Figure 1. Wires at chosen ports, followed through buffers.
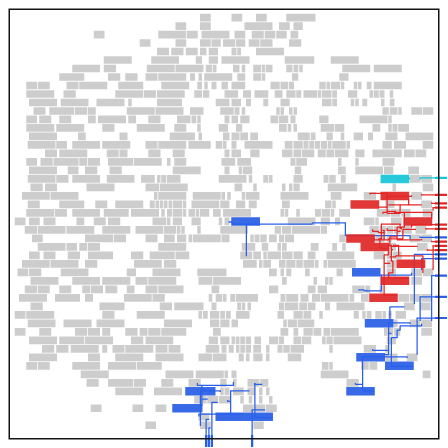
Figure 2. Routed clock nets over the placement.
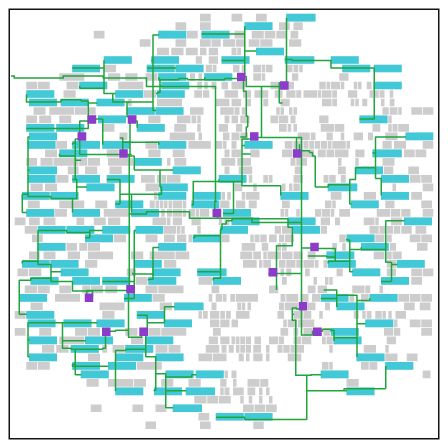
Figure 3. Wiring by layer.
Scale bar: 50 um.
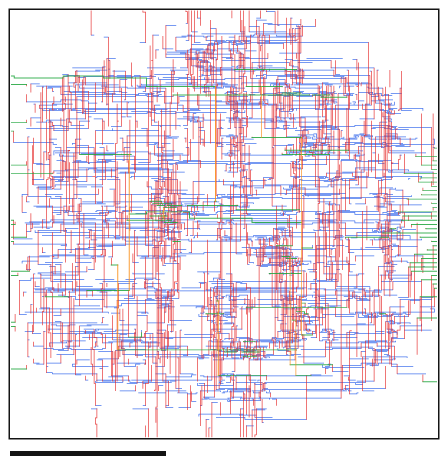
Figure 4. Pin placement.
Pins as bars across the die edge, other pins in gray.
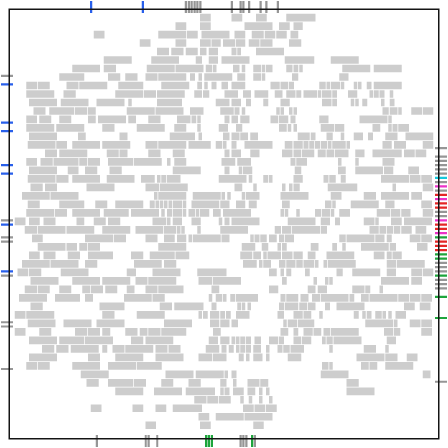
Figure 5. Placed standard cells.
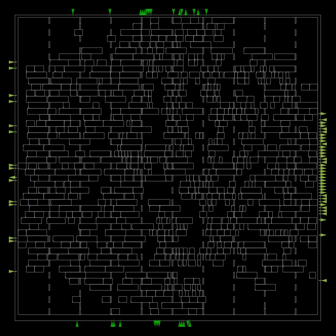
## config.mk

```make
export PLATFORM = sky130hd
export DESIGN_NAME = cursor_tracker
export DESIGN_NICKNAME = d
export VERILOG_FILES = /design/src/rtl/cursor_pkg.sv /design/src/rtl/disp_fifo.sv /design/src/rtl/cursor_tracker.sv
export SDC_FILE = /design/constraint.sdc
export NUM_CORES = 1
export LEC_CHECK = 0
export CORE_UTILIZATION = 40
export CTS_BUF_LIST = sky130_fd_sc_hd__clkbuf_4
export DETAILED_ROUTE_END_ITERATION = 8
export SLEW_MARGIN = 10
export SYNTH_ARGS = -nofsm -noshare
export SYNTH_HDL_FRONTEND = slang
export SYNTH_SLANG_ARGS = --single-unit
```

## constraint.sdc

```tcl
create_clock -name Clk -period 6 [get_ports Clk]
set_clock_uncertainty 0.2 [all_clocks]
set_input_delay 1.2 -clock Clk [delete_from_list [all_inputs] [get_ports Clk]]
set_output_delay 1.2 -clock Clk [all_outputs]
set_load 0.02 [all_outputs]
```

## src/rtl/cursor_pkg.sv

```systemverilog
// Shared types, constants and clamp arithmetic for the cursor tracker.
package cursor_pkg;

  typedef enum logic [1:0] {StIdle, StDrain, StPublish} state_e;

  // edge_hit bit positions: {left, right, top, bottom}
  localparam int unsigned EdgeLeft   = 3;
  localparam int unsigned EdgeRight  = 2;
  localparam int unsigned EdgeTop    = 1;
  localparam int unsigned EdgeBottom = 0;

  localparam int unsigned XMaxDef  = 639;
  localparam int unsigned YMaxDef  = 479;
  localparam int unsigned PosWDef  = 10;
  localparam int unsigned DispWDef = 9;
  localparam int unsigned XInitDef = 20;
  localparam int unsigned YInitDef = 20;
  localparam int unsigned DepthDef = 4;

  typedef struct packed {
    logic [31:0] val;
    logic        lo;
    logic        hi;
  } clamp_t;

  function automatic clamp_t clamp_coord(input int v, input int max_v);
    clamp_t r;
    r.val = 32'(v);
    r.lo  = 1'b0;
    r.hi  = 1'b0;
    if (v < 0) begin
      r.val = '0;
      r.lo  = 1'b1;
    end else if (v > max_v) begin
      r.val = 32'(max_v);
      r.hi  = 1'b1;
    end
    return r;
  endfunction

endpackage

```

## src/rtl/disp_fifo.sv

```systemverilog
// Show-ahead displacement queue with flush; push while full is taken only alongside a pop.
module disp_fifo #(
  parameter int unsigned Width = 18,
  parameter int unsigned Depth = 4
) (
  input  logic             clk_i,
  input  logic             rst_ni,
  input  logic             flush_i,
  input  logic             push_i,
  input  logic [Width-1:0] data_i,
  input  logic             pop_i,
  output logic [Width-1:0] data_o,
  output logic             full_o,
  output logic             empty_o
);

  localparam int unsigned AW = $clog2(Depth);
  localparam logic [AW:0] PtrOne = (AW+1)'(1);

  logic [Width-1:0] mem_q [Depth];
  logic [AW:0]      wr_q, wr_d, rd_q, rd_d;
  logic             do_push, do_pop;

  assign empty_o = (wr_q == rd_q);
  assign full_o  = (wr_q[AW] != rd_q[AW]) && (wr_q[AW-1:0] == rd_q[AW-1:0]);
  assign data_o  = mem_q[rd_q[AW-1:0]];
  assign do_pop  = pop_i && !empty_o;
  assign do_push = push_i && (!full_o || do_pop);

  always_comb begin
    wr_d = wr_q;
    rd_d = rd_q;
    if (flush_i) begin
      wr_d = '0;
      rd_d = '0;
    end else begin
      if (do_push) wr_d = wr_q + PtrOne;
      if (do_pop)  rd_d = rd_q + PtrOne;
    end
  end

  always_ff @(posedge clk_i or negedge rst_ni) begin
    if (!rst_ni) begin
      wr_q <= '0;
      rd_q <= '0;
      for (int i = 0; i < Depth; i++) mem_q[i] <= '0;
    end else begin
      wr_q <= wr_d;
      rd_q <= rd_d;
      if (do_push && !flush_i) mem_q[wr_q[AW-1:0]] <= data_i;
    end
  end

endmodule

```

## src/rtl/cursor_tracker.sv

```systemverilog
// Frame-synchronous cursor accumulator: queued signed deltas are drained and clamped each frame,
// then the new position is published with a one-cycle pos_valid.
module cursor_tracker
  import cursor_pkg::*;
#(
  parameter int unsigned X_MAX  = XMaxDef,
  parameter int unsigned Y_MAX  = YMaxDef,
  parameter int unsigned POS_W  = PosWDef,
  parameter int unsigned DISP_W = DispWDef,
  parameter int unsigned X_INIT = XInitDef,
  parameter int unsigned Y_INIT = YInitDef,
  parameter int unsigned DEPTH  = DepthDef
) (
  input  logic              Clk,
  input  logic              Reset,
  input  logic              frame_tick,
  input  logic              disp_valid,
  output logic              disp_ready,
  input  logic [DISP_W-1:0] X_displ,
  input  logic [DISP_W-1:0] Y_displ,
  input  logic              set_valid,
  input  logic [POS_W-1:0]  X_set,
  input  logic [POS_W-1:0]  Y_set,
  input  logic              recentre,
  output logic [POS_W-1:0]  X_pos,
  output logic [POS_W-1:0]  Y_pos,
  output logic              pos_valid,
  output logic [3:0]        edge_hit,
  output logic [7:0]        missed_ticks
);

  localparam int unsigned      CntW     = $clog2(DEPTH) + 1;
  localparam int unsigned      FifoW    = 2 * DISP_W;
  localparam logic [CntW-1:0]  DepthCnt = CntW'(DEPTH);
  localparam logic [POS_W-1:0] XInit    = POS_W'(X_INIT);
  localparam logic [POS_W-1:0] YInit    = POS_W'(Y_INIT);

  state_e             state_q, state_d;
  logic [POS_W-1:0]   x_pos_q, x_pos_d, y_pos_q, y_pos_d;
  logic [POS_W-1:0]   work_x_q, work_x_d, work_y_q, work_y_d;
  logic               pos_valid_q, pos_valid_d;
  logic [3:0]         edge_q, edge_d;
  logic [7:0]         miss_q, miss_d;
  logic [CntW-1:0]    pops_q, pops_d;

  logic               fifo_full, fifo_empty, fifo_push, fifo_pop, fifo_flush;
  logic [FifoW-1:0]   fifo_rdata;
  logic signed [DISP_W-1:0]  dx, dy;
  logic signed [POS_W+1:0]   sum_x, sum_y;
  clamp_t             cx, cy, sx, sy;
  logic               unused_clamp;

  assign disp_ready = ~fifo_full;
  assign fifo_push  = disp_valid & ~fifo_full;

  disp_fifo #(
    .Width(FifoW),
    .Depth(DEPTH)
  ) u_fifo (
    .clk_i  (Clk),
    .rst_ni (Reset),
    .flush_i(fifo_flush),
    .push_i (fifo_push),
    .data_i ({X_displ, Y_displ}),
    .pop_i  (fifo_pop),
    .data_o (fifo_rdata),
    .full_o (fifo_full),
    .empty_o(fifo_empty)
  );

  assign dx    = fifo_rdata[FifoW-1:DISP_W];
  assign dy    = fifo_rdata[DISP_W-1:0];
  assign sum_x = $signed({2'b00, work_x_q}) + (POS_W+2)'(dx);
  assign sum_y = $signed({2'b00, work_y_q}) + (POS_W+2)'(dy);
  assign cx    = clamp_coord(int'(sum_x), int'(X_MAX));
  assign cy    = clamp_coord(int'(sum_y), int'(Y_MAX));
  assign sx    = clamp_coord(int'({1'b0, X_set}), int'(X_MAX));
  assign sy    = clamp_coord(int'({1'b0, Y_set}), int'(Y_MAX));

  assign unused_clamp = ^{cx.val[31:POS_W], cy.val[31:POS_W], sx.val[31:POS_W],
                          sy.val[31:POS_W], sx.lo, sy.lo};

  always_comb begin
    state_d     = state_q;
    x_pos_d     = x_pos_q;
    y_pos_d     = y_pos_q;
    work_x_d    = work_x_q;
    work_y_d    = work_y_q;
    pos_valid_d = 1'b0;
    edge_d      = edge_q;
    miss_d      = miss_q;
    pops_d      = pops_q;
    fifo_pop    = 1'b0;
    fifo_flush  = 1'b0;

    if (frame_tick && (state_q != StIdle) && (miss_q != 8'hff)) miss_d = miss_q + 8'd1;

    unique case (state_q)
      StIdle: begin
        if (frame_tick) begin
          state_d = StDrain;
          edge_d  = '0;
          pops_d  = '0;
          if (recentre) begin
            work_x_d   = XInit;
            work_y_d   = YInit;
            fifo_flush = 1'b1;
          end else if (set_valid) begin
            work_x_d           = sx.val[POS_W-1:0];
            work_y_d           = sy.val[POS_W-1:0];
            edge_d[EdgeRight]  = sx.hi;
            edge_d[EdgeBottom] = sy.hi;
            fifo_flush         = 1'b1;
          end else begin
            work_x_d = x_pos_q;
            work_y_d = y_pos_q;
          end
        end
      end
      StDrain: begin
        // The pop cap keeps a continuously fed queue from stretching the frame.
        if (fifo_empty || (pops_q == DepthCnt)) begin
          state_d = StPublish;
        end else begin
          fifo_pop           = 1'b1;
          pops_d             = pops_q + CntW'(1);
          work_x_d           = cx.val[POS_W-1:0];
          work_y_d           = cy.val[POS_W-1:0];
          edge_d[EdgeLeft]   = edge_q[EdgeLeft]   | cx.lo;
          edge_d[EdgeRight]  = edge_q[EdgeRight]  | cx.hi;
          edge_d[EdgeTop]    = edge_q[EdgeTop]    | cy.lo;
          edge_d[EdgeBottom] = edge_q[EdgeBottom] | cy.hi;
        end
      end
      StPublish: begin
        x_pos_d     = work_x_q;
        y_pos_d     = work_y_q;
        pos_valid_d = 1'b1;
        state_d     = StIdle;
      end
      default: state_d = StIdle;
    endcase
  end

  always_ff @(posedge Clk or negedge Reset) begin
    if (!Reset) begin
      state_q     <= StIdle;
      x_pos_q     <= XInit;
      y_pos_q     <= YInit;
      work_x_q    <= XInit;
      work_y_q    <= YInit;
      pos_valid_q <= 1'b0;
      edge_q      <= '0;
      miss_q      <= '0;
      pops_q      <= '0;
    end else begin
      state_q     <= state_d;
      x_pos_q     <= x_pos_d;
      y_pos_q     <= y_pos_d;
      work_x_q    <= work_x_d;
      work_y_q    <= work_y_d;
      pos_valid_q <= pos_valid_d;
      edge_q      <= edge_d;
      miss_q      <= miss_d;
      pops_q      <= pops_d;
    end
  end

  assign X_pos        = x_pos_q;
  assign Y_pos        = y_pos_q;
  assign pos_valid    = pos_valid_q;
  assign edge_hit     = edge_q;
  assign missed_ticks = miss_q;

endmodule

```

==> metrics.cfg <==
[power_and_ir_drop]
sequentialPowerShare_pct=30.0

[route]
drc=0
drt_iter0_drc=341
drtPass1Iterations=8
vias_per_cell=5.622
postRouteAntennaNets=0

[floorplan]
pin_count=78
fp_util_pct=40.75
die_y_um=137.1

[setup_path]
crit_family=AND-OR/OR-AND gates
crit_fanout=12
crit_slowest_cell=dfrtp_1
cpPeakStageDelay_ns=0.73

[cts]
cts_resized=0
cts_max_level=4
cts_tree=done
path_clk_slew_ns=0.13
cts_buffer_depth=2

[placement]
place_hpwl_um=12760
place.port_buffers=77

[yosys]
synth_seq_share_pct=46.78
synth_area_um2=7296
edf_count=0
yosys.stat.chipArea_um2=7296
netlist_top_cells_area=dfrtp_1 44%, mux2_2 14%, mux4_2 5.6%
yosysTopAreaCell=dfrtp_1
synth.distinct_cells=59
async_flop_share_pct=100.0

[global_routing]
overflow=0
grt_usage_pct=20.06
grtUsageMet1_pct=26.92

[final_timing]
finalClockPeriodUsage_pct=73.85
rsz0062_at_grt=no
hold_viol=0
finalSetupTns_ns=0
min_period_ns=4.431
fmax_mhz=225.7

[finish]
mostFrequentLayoutCell=dfrtp_1
drive_gt1_share_pct=22.73
nFillCells=1662

[run_status]
status=finished clean

Back to the opening pictures, Figure 1:
legend:
  cyan:
    port: `pos_valid`
    bits: 1
    direction: output
    edge: east
    end_cells: 1
    buffers: 1
    wire: 6.60 um
  blue:
    port: `Y_pos`
    bits: 10
    direction: output
    edge: 6 east, 4 south
    end_cells: 10
    buffers: 10
    wire: 403 um
  red:
    port: `missed_ticks`
    bits: 8
    direction: output
    edge: east
    end_cells: 8
    buffers: 8
    wire: 245 um

Back to the opening pictures, Figure 2:
legend:
  green:
    item: clock wires
    length: 1800 um
  purple:
    item: clock drivers
    count: 17
  cyan:
    item: flip-flops
    count: 136
routed clock nets: 18
Clock power frac: 9.5%
Insertion Delay late pin: 0.54 ns

Back to the opening pictures, Figure 3:
legend:
  red:
    layer: metal 2
    wire_length: 8220 um
  orange:
    layer: metal 4
    wire_length: 267 um
  green:
    layer: metal 3
    wire_length: 847 um
  blue:
    layer: metal 1
    wire_length: 8400 um

Back to the opening pictures, Figure 4:
legend:
  blue:
    port: `X_displ`
    pins: 9
    direction: input
    edge: 7 west, 2 north
  magenta:
    port: `edge_hit`
    pins: 4
    direction: output
    edge: east
  green:
    port: `Y_pos`
    pins: 10
    direction: output
    edge: 6 east, 4 south
  red:
    port: `missed_ticks`
    pins: 8
    direction: output
    edge: east
  cyan:
    port: `pos_valid`
    pins: 1
    direction: output
    edge: east
all pins by edge: 36 east, 15 west, 15 north, 12 south

Back to the opening pictures, Figure 5:
Layout Utilization: 47.84%
register fraction of the total cell area: 39.85%
core area: 17900 um^2
Row Count: 49
Tapcell Cnt: 229

-- state kept, by name (all words and copies together), names as in the netlist --
register and cells:
state_q 2, edge_hit 4, missed_ticks 8, X_pos 10
work_x_q 10, Y_pos 10, u_fifo.wr_q 3, u_fifo.mem_q 72
u_fifo.rd_q 3, pops_q 3, pos_valid 1, work_y_q 10
-- per-stage QoR --
| step | instances | utilization [%] | instance area [um^2] | setup slack (ns) |
|---|---|---|---|---|
| 3_5_place_dp | 923 | 46.48 | 8322 | 1.561 |
| 2_1_floorplan | 632 | - | 7296 | 1.938 |
| 4_1_cts | 955 | 47.84 | 8564 | 1.532 |
| 3_3_place_gp | 923 | 46.48 | 8322 | 1.632 |
| 6_report | 955 | 47.84 | 8564 | 1.569 |
| 5_1_grt | 955 | 47.84 | 8564 | 1.273 |
-- layout make-up --
class / instances / area, um^2 / share of cell area (%)
Multi-Input combinational cell: 449 / 3700 / 43.20
Sequential cell: 136 / 3413 / 39.85
Timing Repair Buffer: 86 / 835.8 / 9.759
Tap cell: 229 / 286.5 / 3.346
Clock buffer: 19 / 142.6 / 1.665
Clock inverter: 13 / 100.1 / 1.169
Inverter: 23 / 86.33 / 1.008
-- synth_stat cells (all sizes together), types with 3 or more instances --
cell / n
a21o: 4
mux2: 91
nand3: 17
dfstp: 8
o21ai: 20
o221ai: 8
nor3: 7
and3: 6
a31o: 3
dfrtp: 128
nand2: 44
or3: 4
o22ai: 9
nor2b: 6
xor2: 15
clkbuf: 14
a211oi: 5
buf: 10
nor2: 46
o31ai: 5
o211ai: 5
o2111a: 3
o21a: 4
ha: 30
a31oi: 8
inv: 23
xnor2: 14
nand2b: 9
a2111oi: 4
mux4: 18
nor3b: 4
and4: 3
a21oi: 29
o311ai: 3
-- power by group through the flow --
stage	sequential, W	clock [W]	combinational (W)
after detailed placement	0.00172	0	0.00341
final	0.00170	0.000536	0.00343
after floorplan	0.00172	0	0.00242
after global routing	0.00176	0.000596	0.00378
after global placement	0.00170	0	0.00334
after CTS	0.00170	0.000557	0.00343
-- metal layers --
metal	up-vias	share of wire [%]	wire length, um
li1	2495	-	-
met1	2708	47	8403
met2	143	46	8222
met3	23	4.8	847
met4	0	1.5	266
met5	-	0	0
-- kinds of logic after synthesis --
logic type | count (synthesis) | share of synthesized area (%)
simple gates | 154 | 9.999
xor+xnor | 29 | 3.481
fa+ha+maj | 32 | 5.694
compound gates | 123 | 11.63
buf+inv | 47 | 2.538
flops | 136 | 46.78
mux | 111 | 19.88
-- worst paths after layout --
path                                               from  cells past startpoint                      endpoint
max                          u_fifo.rd_q[0]$_DFFE_PN0P_                     12       edge_hit[2]$_DFFE_PN0P_
min                                               Reset                      1          Y_pos[7]$_DFFE_PN0P_
max reg2reg                  u_fifo.rd_q[0]$_DFFE_PN0P_                     12       edge_hit[2]$_DFFE_PN0P_
min reg2reg                u_fifo.mem_q[60]$_DFFE_PN0P_                      1  u_fifo.mem_q[60]$_DFFE_PN0P_
max in group asynchronous                         Reset                      2    u_fifo.rd_q[0]$_DFFE_PN0P_
min in group Clk           u_fifo.mem_q[60]$_DFFE_PN0P_                      1  u_fifo.mem_q[60]$_DFFE_PN0P_
Power is estimated from default activity; no workload was simulated.
